File: config.mk
export PLATFORM = sky130hd
export DESIGN_NAME = bus_select_arbiter
export DESIGN_NICKNAME = d
export VERILOG_FILES = /design/src/rtl/bus_select_arbiter.sv
export SDC_FILE = /design/constraint.sdc
export NUM_CORES = 1
export LEC_CHECK = 0
export CAP_MARGIN = 20
export CELL_PAD_IN_SITES_DETAIL_PLACEMENT = 1
export CELL_PAD_IN_SITES_GLOBAL_PLACEMENT = 2
export CORE_MARGIN = 4
export CORE_UTILIZATION = 22
export CTS_CLUSTER_DIAMETER = 50
export DETAILED_ROUTE_END_ITERATION = 16
export PLACE_DENSITY_LB_ADDON = 0.08
export SETUP_SLACK_MARGIN = 0.05
export SYNTH_ARGS = -nofsm -noshare
export SYNTH_HDL_FRONTEND = slang
export SYNTH_SLANG_ARGS = --single-unit
File: constraint.sdc
create_clock -name clk -period 3.4 [get_ports clk]
set_input_delay 1.02 -clock clk [delete_from_list [all_inputs] [get_ports clk]]
set_output_delay 1.02 -clock clk [all_outputs]
set_load 0.01 [all_outputs]
File: src/rtl/bus_select_arbiter.sv
// Registered bus-source select arbiter with valid flag, multi-source conflict detection, and a grant hold.
// Define BUS_SEL_ARB_RR_EN for round-robin arbitration; the default build grants the highest set index.
module bus_select_arbiter #(
  parameter  int NUM_SRC = 24,
  parameter  int CNT_W   = 8,
  localparam int SEL_W   = $clog2(NUM_SRC)
) (
  input  logic               clk,
  input  logic               clr,
  input  logic [NUM_SRC-1:0] src_en,
  input  logic               hold,
  input  logic               cnt_clr,
  output logic [SEL_W-1:0]   sel,
  output logic               sel_valid,
  output logic               conflict,
  output logic [CNT_W-1:0]   conflict_cnt
);

  typedef enum logic [1:0] {
    IDLE  = 2'd0,
    GRANT = 2'd1,
    HELD  = 2'd2
  } state_t;

  state_t           state;
  logic [SEL_W-1:0] pick;
  logic             any_req;
  logic             multi_req;

  assign any_req   = |src_en;
  // Clearing the lowest set bit leaves something only when two or more bits are set.
  assign multi_req = |(src_en & (src_en - NUM_SRC'(1)));

`ifdef BUS_SEL_ARB_RR_EN
  logic [SEL_W-1:0] rr_ptr;
  int               idx;

  // Scan downward in distance so the last hit is the nearest set bit above rr_ptr.
  always_comb begin
    // NOTE: every combinational output gets a default first so no path leaves it unassigned (no latch).
    pick = '0;
    idx  = 0;
    for (int k = NUM_SRC; k >= 1; k--) begin
      idx = int'(rr_ptr) + k;
      if (idx >= NUM_SRC) idx = idx - NUM_SRC;
      if (src_en[SEL_W'(idx)]) pick = SEL_W'(idx);
    end
  end
`else
  always_comb begin
    pick = '0;
    for (int i = 0; i < NUM_SRC; i++) begin
      if (src_en[SEL_W'(i)]) pick = SEL_W'(i);
    end
  end
`endif

  always_ff @(posedge clk) begin
    if (clr) begin
      state        <= IDLE;
      sel          <= '0;
      sel_valid    <= 1'b0;
      conflict     <= 1'b0;
      conflict_cnt <= '0;
`ifdef BUS_SEL_ARB_RR_EN
      rr_ptr       <= '0;
`endif
    end else begin
      // NOTE: non-blocking assignments so every register samples pre-edge values.
      conflict <= multi_req;
      if (cnt_clr) begin
        conflict_cnt <= '0;
      end else if (multi_req && (conflict_cnt != '1)) begin
        conflict_cnt <= conflict_cnt + CNT_W'(1);
      end

      // hold only matters once a grant exists; in IDLE it is ignored.
      if ((state != IDLE) && hold) begin
        state <= HELD;
      end else if (any_req) begin
        state     <= GRANT;
        sel       <= pick;
        sel_valid <= 1'b1;
`ifdef BUS_SEL_ARB_RR_EN
        rr_ptr    <= pick;
`endif
      end else begin
        state     <= IDLE;
        sel_valid <= 1'b0;
      end
    end
  end

endmodule
### Layout detail

Scale bar: 10 µm. Region (28, 12) to (53, 37) µm. Cells in gray, sequential cells in the stronger gray; small squares are vias.
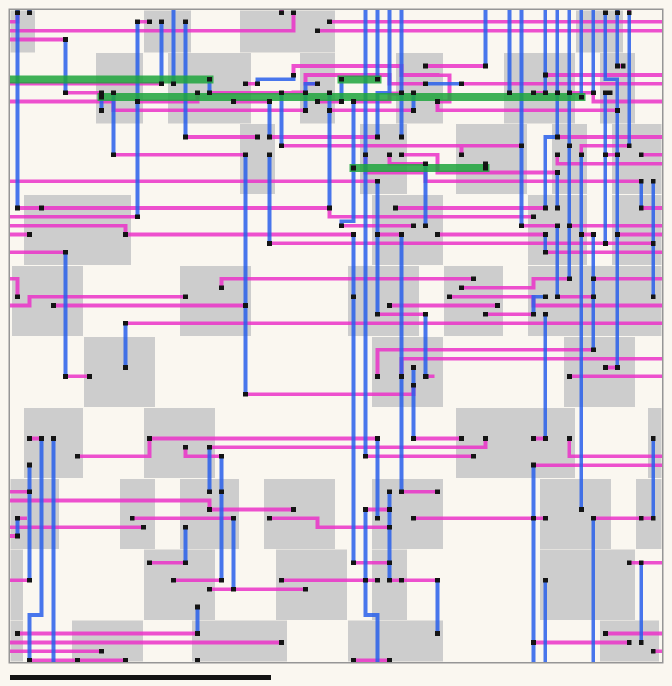
legend:
  green:
    layer: met3
  blue:
    layer: met2
  magenta:
    layer: met1
most frequent: buf_4 (12), nor2_1 (4), clkdlybuf4s50_1 (3)
cells with their middle in the window: 44
sequential cells in the window: 0

### Logic cells by family

Scale bar: 20 µm.
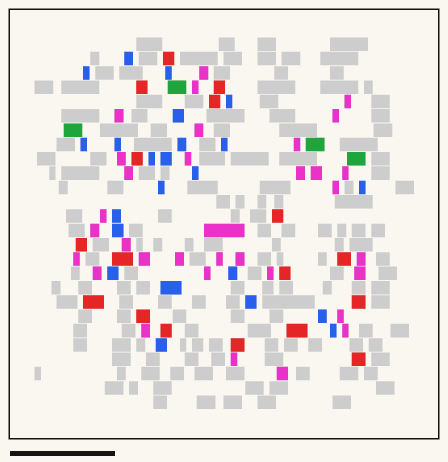
legend:
  blue:
    family: NAND gates
    cells: 23
    most_used: nand2_1
  red:
    family: AND and OR gates
    cells: 17
    most_used: or4_1
  green:
    family: multiplexers
    cells: 4
    most_used: mux2i_1
  magenta:
    family: NOR gates
    cells: 33
    most_used: nor2_1

### Placement view

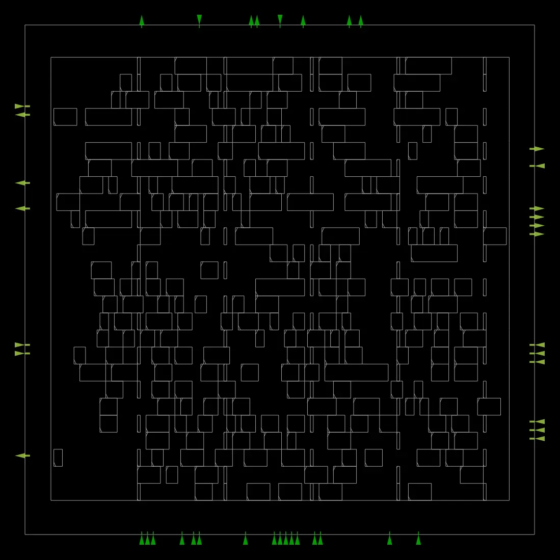
tapcell count: 70
final core occ: 39.4%
Cell Rows: 26
Flop Count: 16
Layout Cells excl Fill: 304

### Clock wires, drivers and flops

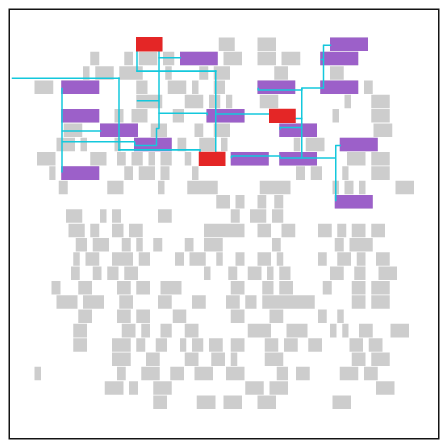
legend:
  purple:
    item: flip-flops
    count: 16
  cyan:
    item: clock wires
    length: 253 µm
  red:
    item: cells driving clock nets
    count: 3
routed clock nets: 4

==> power groups by stage <==
stage / Sequential [µW] / Clock [µW] / Combinational (µW)
after detailed placement: 205 / 0 / 145
after global placement: 204 / 0 / 141
after floorplan: 208 / 0 / 40.2
final: 200 / 171 / 147
after CTS: 201 / 177 / 146
after global routing: 201 / 182 / 159
==> repair_timing <==
| action | in CTS | in global routing |
|---|---|---|
| resized | 20 | 5 |
| gates cloned | 1 | 0 |
| pin swaps | 6 | 2 |
| buffers inserted | 3 | 1 |
| setup endpoints to repair | 12 | 8 |
==> critical path, stage by stage <==
cell and delay (ns):
buf_6 0.09, or4_4 0.52, or4_4 0.50, o41ai_2 0.30, o21ai_1 0.15, nor4_4 0.27
buf_4 0.18, a21oi_4 0.09, nand4_1 0.13, mux2i_1 0.19
==> impl_metrics.toml <==
# yosys + openroad results
[outcome]
status = "finished clean"

[final_layout]
syn2layout_area_growth_pct = 72.5
clkbuf_count = 4
buffer_area_share_pct = 34.9
sh_comb_area_pct = 41.7
signal_buffers = 83
drive_gt1_share_pct = 29.5
seq_share_pct = 15.7
logic_gates = 127
largest_register = "conflict_cnt"
reg_top3 = "conflict_cnt x8, sel x4, state x2"
final_common_cell = "buf_4"
num-nonclk-inverters = 4
fin_area_um2 = 2040
nets = 264
seq_area_um2 = 320
fillers = 617
final_cell_mix = "buf_4 (42), clkdlybuf4s50_1 (37), dfxtp_1 (16), nor2_1 (15), nor3_1 (13)"
clk_share_pct = 2.70
largest_cell_class = "logic gates"

[setup_path]
start_kind = "input port"
crit_start = "src_en[9]"
critPathCapture = "conflict_cnt[4]$_SDFFE_PP0P_"
cp.arrival_ns = 3.46
path_max_fanout = 7
end_kind = "flip-flop"
worstSetupPathType = "input port to flip-flop"
ff2ff_path_depth = 6
crit_required_ns = 3.59
r2r_start = "conflict_cnt[0]$_SDFFE_PP0P_"

[detailed_routing]
dr_wl_met3_um = 231
drt_pre_antenna_iters = 4
route.detailed.drc = 0
vias_per_cell = 5.00
dr.max_layer_used = "met4"
vias = 1521
met2_wirelength_mm = 2.27
drt_iter0_drc = 46
routed_wl_mm = 4.77
drt-wirelength-per-cell_um = 15.7
wl_met1_mm = 2.24

[die]
core-area_um2 = 5170
dieHeight_um = 81.3
fp_util_pct = 22.9
io_pins = 43
chipArea_um2 = 6610

[synth]
edf_count = 0
ys_sh_aoi_pct = 28.4
flop_cell = "dfxtp_1"
ys_cells = 151
syn_avg_cell_area_um2 = 7.83
ys_sh_simple_pct = 33.8
yosysSeqAreaShare_pct = 27.1
syn_area_um2 = 1180
ys_sh_adder_pct = 1.90
synth.top_cell.area_share_pct = 27.1
topCellsByArea = "dfxtp_1 (27%), nor3_1 (5.5%), nor2_1 (4.8%), a21oi_1 (3.8%), nand2_1 (3.8%)"
topCombFamilyByArea = "simple AND/OR/NAND/NOR gates"
mux_area_share_pct = 3.39
common_cells = "dfxtp_1 (16), nor2_1 (15), nor3_1 (13), nand2_1 (12), a21oi_1 (9)"
syn_inst = 151
synth-seq-cells = 16
synthArstFlopShare_pct = 0
syn_nets = 180
synth.distinct_cells = 44
ys_chip_area_um2 = 1180

[final_timing]
setup_viol = 0
finalSetupTns_ns = 0
fin_ws_ns = 0.131
max_freq_mhz = 306
finalHoldViolCount = 0
holdWs_ns = 0.456
report.final.slew_viol_count = 0
finalClockPeriodUsage_pct = 96.2
skew_ns = 0.00398
rsz0062_at_grt = "no"

[power]
p_sw_uw = 137
p_int_uw = 381
p_clk_share_pct = 33.0
power.leakage_uw = 0.000789
cellPowerDensity_nw_per_um2 = 254
ir_drop_mv = 0.129

[place]
place_area_um2 = 1930
dp_hpwl_mm = 3.84
port_buffers = 41
gp_congestion = 0.972
dp_cells = 295

[global_routing]
met2_usage_pct = 25.0
grt_pass1_wl_mm = 7.80
use_met1_pct = 20.4
grt-busiest-layer = "met2"
grt_pass1_vias = 1593

[clock_network]
cts.sinks = 16
clk_pin_slew_ns = 0.06
clockRootBuffer = "clkbuf_8"
clk-insertion-delay-late_ns = 0.25
tritoncts = "built"
htreeDepth = 1
clockBufferDepth = 2
cts_buffers = 3
postCtsHoldBufs = 0

[flow_run]
openroad.warnings = 27

[hold_path]
min_from = "sel_valid$_SDFFE_PP0N_"
hold_end = "sel_valid$_SDFFE_PP0N_"
hold_depth = 1
hold_class = "flip-flop to flip-flop"
Power and IR drop assume default switching activity.
